Fig. 1: run 1, track usage over the die
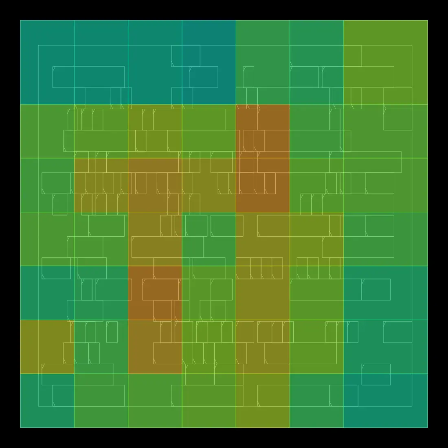
Fig. 2: run 1, selected gate families
Scale: 12 px per um.
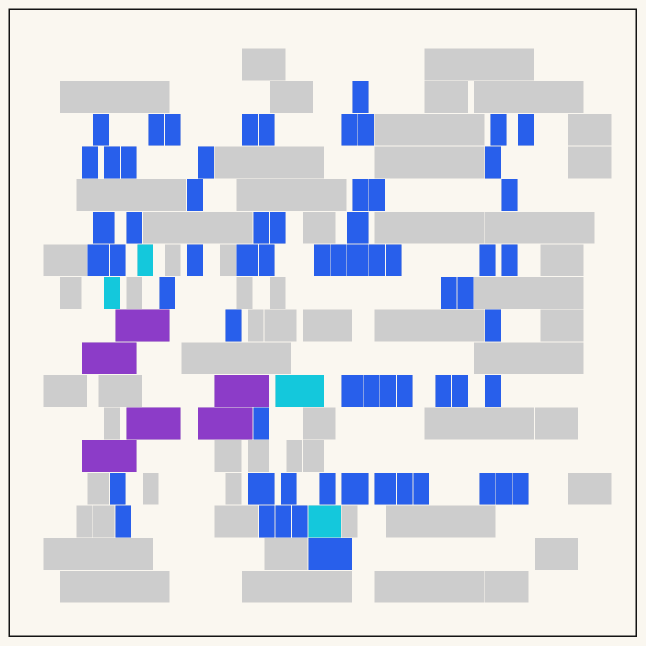
Fig. 3: run 1, signal metal coverage by tile
Scale: 8 px per um. 10 x 10 tiles, from white (low) to dark blue (high), scaled to the fullest tile. Values are wire area over tile area, all layers added.
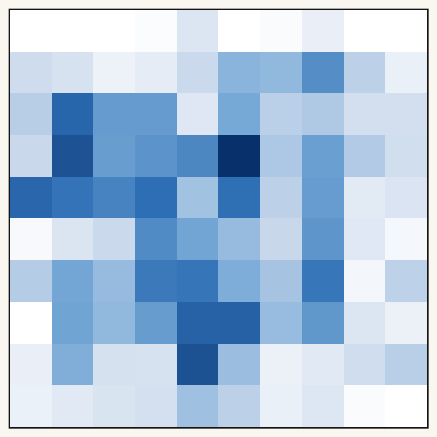
==> src/rtl/tdm_demux8_pkg.sv <==
// Shared definitions for the TDM 8-channel link, used by the receive-side
// demultiplexer and the transmit-side serializer.
package tdm_pkg;

  localparam int NUM_CH = 8;
  localparam int CNT_W  = 3;

  typedef enum logic {
    HUNT = 1'b0,
    RUN  = 1'b1
  } state_t;

  localparam logic [CNT_W-1:0] CH_A = 3'd0;
  localparam logic [CNT_W-1:0] CH_B = 3'd1;
  localparam logic [CNT_W-1:0] CH_C = 3'd2;
  localparam logic [CNT_W-1:0] CH_D = 3'd3;
  localparam logic [CNT_W-1:0] CH_E = 3'd4;
  localparam logic [CNT_W-1:0] CH_F = 3'd5;
  localparam logic [CNT_W-1:0] CH_G = 3'd6;
  localparam logic [CNT_W-1:0] CH_H = 3'd7;

endpackage

==> src/rtl/tdm_demux8_ch_counter.sv <==
// Channel index counter: load-to-B on sync, increment on enable, flag the
// enabled step out of channel H so the parent can complete the frame.
module tdm_ch_counter
  import tdm_pkg::*;
(
  input  logic             clk,
  input  logic             rst_n,
  input  logic             en_i,
  input  logic             load_i,
  output logic [CNT_W-1:0] cnt_o,
  output logic             wrap_o
);

  logic [CNT_W-1:0] cnt_q;
  logic [CNT_W-1:0] cnt_d;

  // A sync sample is always channel A, so the next expected index is B.
  always_comb begin
    cnt_d = cnt_q;
    if (load_i) begin
      cnt_d = CH_B;
    end else if (en_i) begin
      cnt_d = cnt_q + 1'b1;
    end
  end

  always_ff @(posedge clk or negedge rst_n) begin
    if (!rst_n) begin
      cnt_q <= CH_A;
    end else begin
      cnt_q <= cnt_d;
    end
  end

  assign cnt_o  = cnt_q;
  assign wrap_o = en_i & (cnt_q == CH_H);

endmodule

==> src/rtl/tdm_demux8.sv <==
// 1-to-8 TDM demultiplexer: aligns on sync, collects eight channel samples
// into shadow registers and publishes complete frames on held outputs A..H.
module tdm_demux8
  import tdm_pkg::*;
#(
  parameter int DW = 1
) (
  input  logic          clk,
  input  logic          rst_n,
  input  logic [DW-1:0] din,
  input  logic          din_valid,
  input  logic          sync,
  output logic [DW-1:0] A,
  output logic [DW-1:0] B,
  output logic [DW-1:0] C,
  output logic [DW-1:0] D,
  output logic [DW-1:0] E,
  output logic [DW-1:0] F,
  output logic [DW-1:0] G,
  output logic [DW-1:0] H,
  output logic          S2,
  output logic          S1,
  output logic          S0,
  output logic          frame_valid,
  output logic          sync_err
);

  state_t                         state_q;
  logic [NUM_CH-2:0][DW-1:0]      shadow_q;
  logic [NUM_CH-1:0][DW-1:0]      out_q;
  logic                           frame_valid_q;
  logic                           sync_err_q;

  logic [CNT_W-1:0]               cnt;
  logic                           cnt_load;
  logic                           cnt_en;
  logic                           cnt_wrap;

  // In HUNT only a sync moves the counter; unsynced samples leave it at A.
  assign cnt_load = din_valid & sync;
  assign cnt_en   = din_valid & ~sync & (state_q == RUN);

  tdm_ch_counter u_cnt (
    .clk    (clk),
    .rst_n  (rst_n),
    .en_i   (cnt_en),
    .load_i (cnt_load),
    .cnt_o  (cnt),
    .wrap_o (cnt_wrap)
  );

  always_ff @(posedge clk or negedge rst_n) begin
    if (!rst_n) begin
      state_q       <= HUNT;
      shadow_q      <= '0;
      out_q         <= '0;
      frame_valid_q <= 1'b0;
      sync_err_q    <= 1'b0;
    end else begin
      frame_valid_q <= 1'b0;
      sync_err_q    <= 1'b0;
      if (din_valid) begin
        unique case (state_q)
          HUNT: begin
            if (sync) begin
              shadow_q[CH_A] <= din;
              state_q        <= RUN;
            end
          end
          RUN: begin
            if (sync) begin
              // Stale B..G shadows are harmless: all are rewritten before H.
              shadow_q[CH_A] <= din;
              sync_err_q     <= (cnt != CH_A);
            end else if (cnt_wrap) begin
              out_q         <= {din, shadow_q};
              frame_valid_q <= 1'b1;
            end else begin
              for (int i = 0; i < NUM_CH - 1; i++) begin
                if (cnt == CNT_W'(i)) begin
                  shadow_q[i] <= din;
                end
              end
            end
          end
          default: state_q <= HUNT;
        endcase
      end
    end
  end

  assign A = out_q[CH_A];
  assign B = out_q[CH_B];
  assign C = out_q[CH_C];
  assign D = out_q[CH_D];
  assign E = out_q[CH_E];
  assign F = out_q[CH_F];
  assign G = out_q[CH_G];
  assign H = out_q[CH_H];

  assign S2 = cnt[2];
  assign S1 = cnt[1];
  assign S0 = cnt[0];

  assign frame_valid = frame_valid_q;
  assign sync_err    = sync_err_q;

endmodule
==> config.mk <==
export PLATFORM = sky130hd
export DESIGN_NAME = tdm_demux8
export DESIGN_NICKNAME = d
export VERILOG_FILES = /design/src/rtl/tdm_demux8_pkg.sv /design/src/rtl/tdm_demux8_ch_counter.sv /design/src/rtl/tdm_demux8.sv
export SDC_FILE = /design/constraint.sdc
export NUM_CORES = 1
export LEC_CHECK = 0
export ABC_AREA = 1
export CAP_MARGIN = 20
export CELL_PAD_IN_SITES_DETAIL_PLACEMENT = 0
export CELL_PAD_IN_SITES_GLOBAL_PLACEMENT = 1
export CORE_MARGIN = 2
export CORE_UTILIZATION = 42
export CTS_BUF_LIST = sky130_fd_sc_hd__clkbuf_2 sky130_fd_sc_hd__clkbuf_4 sky130_fd_sc_hd__clkbuf_8
export DETAILED_ROUTE_END_ITERATION = 12
export GPL_TIMING_DRIVEN = 0
export PLACE_DENSITY_LB_ADDON = 0.1
export SETUP_SLACK_MARGIN = 0.05
export SYNTH_ARGS = -nofsm -noshare
export SYNTH_HDL_FRONTEND = slang
export SYNTH_SLANG_ARGS = --single-unit
==> constraint.sdc <==
create_clock -name clk -period 2.9 [get_ports clk]
set_input_delay 0.87 -clock clk [delete_from_list [all_inputs] [get_ports clk]]
set_output_delay 0.87 -clock clk [all_outputs]
set_load 0.03 [all_outputs]
==> run summary, run 1 <==
impl run done, here's what came out: critical setup path kind=reg -> out, Die H=52.1 um, Hold Path Depth=2, startpoint class of the critical path=register, number of flip-flops under the largest register name=7, number of standard cells reported by yosys=114, remaining antenna violation count after routing=0, DR iter-0 viols=14, clock latency at the later pin of the worst-skew pair=0.30 ns, met2 layer usage reported by global route=0.264, Die Wd=52.1 um, worst slew slack as a fraction of its limit=0.385, Final Hold Violation Tally=0, total die area=2720 um^2, max-slew violation count=0, final setup violation count=0, global-route met3 utilization=0.0259, CTS buffer count=3, result of the run=complete, no violations, DR WL/cell=around 11 um, Starting Density=0.440, cells traversed along the worst timing path=clkdlybuf4s50_1, Core Area=2210 um^2, dominant register cell in the synthesized netlist=sky130_fd_sc_hd__dfrtp_1, worst path arrival time=1.52 ns, Post-CTS Setup Bufs=0, clock power share=0.176, endpoint of the lowest-slack register-to-register path=shadow_q[0], synthesized area divided by synthesized cell count=8.54 um^2, sequential group share of total power=0.507, largest clock skew in the final design=0.00638 ns, register with the most flip-flops=shadow_q, post-synthesis cell type with the largest instance count=sky130_fd_sc_hd__nand2_1, total grt overflow=0, cells after synthesis=114, cell chosen for the clock root=sky130_fd_sc_hd__clkbuf_4, placed cell count=158, quantity of gates resized following cts=0, distinct cell type count after synthesis=15, worst-margin pin slew=just over 0.9 ns, post-synth tally of flip-flops with integrated enable=0, share of layout cells above drive strength 1=0.0821, Reg2Reg Setup Slack=between 1 and 1.5 ns, crit-path leading delay family=buffers and inverters, area of the mapped netlist=973 um^2, initial antenna violation count=0, pin count of the biggest net entering global routing=22, class of the tightest hold or removal check=reg -> reg, via count of the first global-routing pass=715, multi-input logic area=382 um^2, Synth Seq Share=0.540, weighted congestion reported at the end of routability-driven placement=0.711, post-detailed-placement half-perimeter wirelength=around 1300 um, clock transition at the registers of the reported paths=around 0.12 ns, start of the worst register-to-register path=u_cnt.cnt_o[1], area growth from synthesis to layout=22.9%, Filler Cells Inserted=~230, via density per instance=4.65, number of violations of the max-capacitance limit=0, DRC viols=0, final layout net count=146, CTS tree=yes, post-synthesis register bit count=21
Back to the opening pictures, Fig. 1:
global routing met1 resource utilization: 0.201
total routing usage reported by global routing: 0.157
Final Util: 0.541
GR peak layer: met2

Back to the opening pictures, Fig. 2:
- purple: adder and majority cells (cells 6; most used ha_1)
- blue: NAND gates (cells 65; most used nand2_1)
- cyan: NOR gates (cells 4; most used nor2_1)

Back to the opening pictures, Fig. 3:
- fullest tile: 0.30
- tiles over half the peak: 30%
- mean over tiles: 0.10

run 1: through the flow:
step / instance area, um^2 / power, uW / setup WS [ns] / hold WS, ns
after detailed placement: 1170 / 658 / 0.785 / 0.459
after global placement: 1170 / 651 / 0.820 / 0.454
after floorplan: 973 / 562 / 1.33 / 0.442
final: 1200 / 786 / 0.506 / 0.486
after global routing: 1200 / 845 / 0.461 / 0.498
after CTS: 1200 / 798 / 0.496 / 0.490
run 1: layout make-up:
type                    instances  share of cell area
multi-input cells              78               0.319
flip-flops and latches         21               0.439
clock inverters                 1             0.00418
well taps                      28              0.0293
repair buffers                 16               0.134
plain buffers                   3              0.0178
inverters                      12              0.0377
clock buffers                   3              0.0188
run 1: logic make-up after synthesis:
group	count (synthesis)	synth area share
buffers and inverters	15	0.0681
AND-OR/OR-AND	3	0.0167
flip-flops	21	0.540
adder cells (fa/ha/maj)	6	0.0771
AND/OR/NAND/NOR	69	0.298
run 1: per-layer routing:
layer | vias to the layer above | wire, um | share of wire
li1 | 389 | - | -
met1 | 346 | 879 | 0.50
met2 | 16 | 781 | 0.45
met3 | 2 | 72 | 0.041
met4 | 0 | 17 | 0.0097
met5 | - | 0 | 0
run 1: power by group through the flow:
stage	Combinational [uW]	Sequential, uW	Clock, uW
after floorplan	112	451	0
after global placement	247	404	0
after detailed placement	251	407	0
after CTS	253	401	145
after global routing	283	410	151
final	249	399	138
run 1: worst min-delay path by stage:
stage	startpoint	to	slack, ns
floorplan	shadow_q[5]	shadow_q[5]	0.44
global route	shadow_q[6]	shadow_q[6]	0.50
finish	shadow_q[0]	shadow_q[0]	0.49
global placement	shadow_q[0]	shadow_q[0]	0.45
CTS	shadow_q[0]	shadow_q[0]	0.49
detailed placement	shadow_q[0]	shadow_q[0]	0.46
run 1: cells in the final DEF (no fill, tap or decap):
cell                              synthesis  final
sky130_fd_sc_hd__buf_6                    1      1
sky130_fd_sc_hd__clkinv_2                 0      1
sky130_fd_sc_hd__buf_2                    2      2
sky130_fd_sc_hd__inv_2                    2      2
sky130_fd_sc_hd__nand3_1                  7      7
sky130_fd_sc_hd__nor2_4                   1      1
sky130_fd_sc_hd__clkdlybuf4s50_1          0     16
sky130_fd_sc_hd__clkbuf_4                 0      3
sky130_fd_sc_hd__nand3_2                  1      1
sky130_fd_sc_hd__nand2_1                 55     55
sky130_fd_sc_hd__o21ai_0                  2      2
sky130_fd_sc_hd__nor2_1                   2      2
sky130_fd_sc_hd__inv_1                   10     10
sky130_fd_sc_hd__ha_1                     6      6
sky130_fd_sc_hd__nand4_1                  2      2
sky130_fd_sc_hd__dfrtp_1                 21     21
sky130_fd_sc_hd__nor3b_1                  1      1
sky130_fd_sc_hd__o22ai_1                  1      1
--- run 2 (diff from run 1) ---
--- a/config.mk
+++ b/config.mk
@@ -10,7 +10,7 @@
 export CELL_PAD_IN_SITES_DETAIL_PLACEMENT = 0
 export CELL_PAD_IN_SITES_GLOBAL_PLACEMENT = 1
 export CORE_MARGIN = 2
-export CORE_UTILIZATION = 42
+export CORE_UTILIZATION = 35
 export CTS_BUF_LIST = sky130_fd_sc_hd__clkbuf_2 sky130_fd_sc_hd__clkbuf_4 sky130_fd_sc_hd__clkbuf_8
 export DETAILED_ROUTE_END_ITERATION = 12
 export GPL_TIMING_DRIVEN = 0
==> constraint.sdc (replaced) <==
create_clock -name clk -period 2.2 [get_ports clk]
set_input_delay 0.66 -clock clk [delete_from_list [all_inputs] [get_ports clk]]
set_output_delay 0.66 -clock clk [all_outputs]
set_load 0.03 [all_outputs]
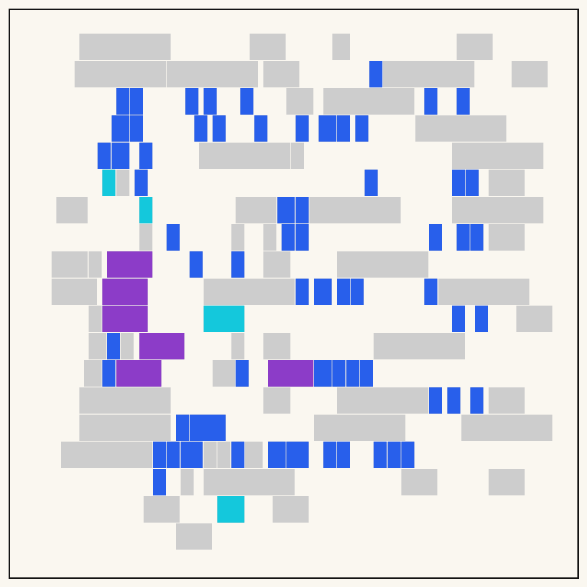
Fig. 4. Selected gate families (run 2).
Scale: 10 px per um.
- purple: adder and majority cells (cells 6; most used ha_1; where left middle)
- blue: NAND gates (cells 65; most used nand2_1)
- cyan: NOR gates (cells 4; most used nor2_1)

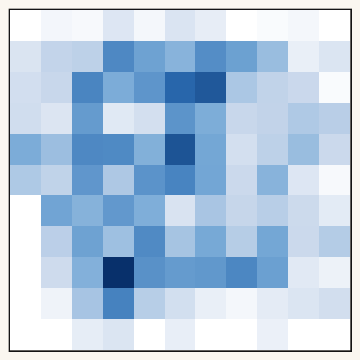
Fig. 5. Signal metal coverage by tile (run 2).
Scale: 6 px per um. 11 x 11 tiles, from white (low) to dark blue (high), scaled to the fullest tile. Values are wire area over tile area, all layers added.
- fullest tile: 0.28
- nearly empty tiles: 12%
- densest ninth of the die: middle
- tiles over half the peak: 26%
- mean over tiles: 0.087

==> run 2 against run 1 <==
  * Sequential share of layout area decreased by 0.27 points
  * Flip-flop count did not move
  * Global-route usage fell by 2.5 points
==> run summary, run 2 <==
impl run done, here's what came out: result of the run=complete, no violations, final layout net count=146, Post-CTS Setup Bufs=0, Die Wd=56.7 um, initial antenna violation count=0, CP Capture Type=output port, Largest cells by area=sky130_fd_sc_hd__dfrtp_1 54%, sky130_fd_sc_hd__nand2_1 21%, sky130_fd_sc_hd__ha_1 7.7%, sky130_fd_sc_hd__inv_1 3.9%, sky130_fd_sc_hd__nand3_1 3.6%, Leakage=0.000678 uW, DR iter-0 viols=18, count of input and output buffers=16, count of H-tree levels built during CTS=1, class of the tightest hold or removal check=reg -> reg, number of warning messages in the logs=30, number of standard cells reported by yosys=approximately 110, CTS tree=yes, register with the most flip-flops=shadow_q, master of the slowest instance on the critical path=sky130_fd_sc_hd__clkdlybuf4s50_1, number of flip-flops under the largest register name=7, post-synth tally of flip-flops with integrated enable=0, Synth Seq Share=0.540, Filler Cells Inserted=between 200 and 300, max-slew violation count=0, critical setup path kind=reg -> out, largest clock skew in the final design=approximately 0.0032 ns, area of the mapped netlist=just under 1000 um^2, wire length of the first global-routing pass=between 3000 and 4000 um, post-synthesis cell type with the largest instance count=sky130_fd_sc_hd__nand2_1, worst endpoint required time=approximately 1.5 ns, remaining antenna violation count after routing=0, worst path arrival time=approximately 1.4 ns, TritonCTS sink count=21, cell chosen for the clock root=sky130_fd_sc_hd__clkbuf_4, total power divided by cell area=869 nW/um^2, total routing usage reported by global routing=0.132, DRC viols=0, total grt overflow=0, highest-count cells in the layout ignoring fill and taps=55 x sky130_fd_sc_hd__nand2_1, 21 x sky130_fd_sc_hd__dfrtp_1, 14 x sky130_fd_sc_hd__clkdlybuf4s50_1, fraction of synthesis flops using an asynchronous set or reset pin=1.00, clock latency at the later pin of the worst-skew pair=roughly 0.30 ns, share of layout cells above drive strength 1=0.0821, Core Area=2690 um^2, crit-path leading delay family=buffers and inverters, Overall Power=1050 uW, worst-margin pin slew=0.935 ns, biggest cell delay along the critical path=~0.69 ns, DR WL/cell=10.8 um, pin count of the biggest net entering global routing=22, final setup violation count=0, post-synthesis register bit count=21, CTS buffer count=3, Tcrit/Tclk final=0.942, I/O pin total=18, hold bufs inserted after CTS=0, most frequent logic cell in the layout=sky130_fd_sc_hd__nand2_1, worst slew slack as a fraction of its limit=0.375, distinct cell type count after synthesis=15, Die H=56.7 um, setup ws final=0.127 ns, synthesized area divided by synthesized cell count=roughly 8.5 um^2, worst supply voltage drop on vdd=472 uV, via density per instance=between 4 and 5, cells traversed along the worst timing path=clkdlybuf4s50_1, Starting Density=0.362, weighted congestion reported at the end of routability-driven placement=0.713, via count of the first global-routing pass=735, dominant register cell in the synthesized netlist=sky130_fd_sc_hd__dfrtp_1, clock transition at the registers of the reported paths=around 0.11 ns, pre-CTS setup slack=0.295 ns, startpoint class of the critical path=register, DR pass1 iterations=4, total die area=between 3000 and 4000 um^2, number of violations of the max-capacitance limit=0, Hold Worst Slack=0.484 ns, count of inserted antenna diode cells=0, Final Hold Violation Tally=0, Final Util=0.448, area growth from synthesis to layout=23.6%, post-detailed-placement half-perimeter wirelength=1310 um, cells after synthesis=114
## run 2: worst paths after layout
| check | slack (ns) | cells past startpoint | from | to |
|---|---|---|---|---|
| min reg2reg | 0.48 | 2 | shadow_q[3] | shadow_q[3] |
| max | 0.13 | 1 | u_cnt.cnt_o[0] | S0 |
| max reg2reg | 0.65 | 7 | u_cnt.cnt_o[1] | shadow_q[0] |
| min | 0.48 | 2 | shadow_q[3] | shadow_q[3] |
| max in group asynchronous | 0.76 | 1 | rst_n | shadow_q[2] |
| min in group asynchronous | 0.87 | 1 | rst_n | D |
## run 2: tightest hold or removal path: stages, from the launching register on
cell and delay (ns):
sky130_fd_sc_hd__dfrtp_1 0.37, sky130_fd_sc_hd__nand2_1 0.05, sky130_fd_sc_hd__nand2_1 0.04
## run 2: cell families (layout without fill, tap and decap cells)
group / after synthesis / in the layout / synth area share
AND/OR/NAND/NOR: 69 / 69 / 0.298
flip-flops: 21 / 21 / 0.540
buffers and inverters: 15 / 35 / 0.0681
adder cells (fa/ha/maj): 6 / 6 / 0.0771
AND-OR/OR-AND: 3 / 3 / 0.0167
## run 2: report_power, final
group	leakage, uW	internal (uW)	switching (uW)
logic	0.000384	130	192
registers	0.000276	471	56.8
clock network	0.0000184	83.0	114
total	0.000678	684	362
## run 2: final cells by class
| cell class | count | area (um^2) | share of cell area |
|---|---|---|---|
| clock buffers | 4 | 30.0 | 0.0249 |
| inverters | 12 | 45.0 | 0.0374 |
| repair buffers | 16 | 161 | 0.134 |
| flip-flops and latches | 21 | 526 | 0.437 |
| multi-input cells | 78 | 382 | 0.317 |
| plain buffers | 3 | 21.3 | 0.0177 |
| well taps | 31 | 38.8 | 0.0322 |
## run 2: what timing repair did
item / 4_1_cts / 5_1_grt
resized: 1 / 1
hold endpoints to repair: 0 / 0
setup endpoints to repair: 1 / 1
## run 2: through the flow
step	std cells	area [um^2]
final	165	1200
after global routing	165	1200
after CTS	165	1200
after detailed placement	161	1170
after global placement	161	1170
after floorplan	114	973
## run 2: routing by layer
metal	part of all wire	vias up	global-route usage
met2	0.44	15	0.206
met5	0	-	0
met3	0.046	4	0.0300
met4	0.014	0	0.0598
li1	-	389	-
met1	0.50	324	0.175
Power is estimated from default activity; no workload was simulated.
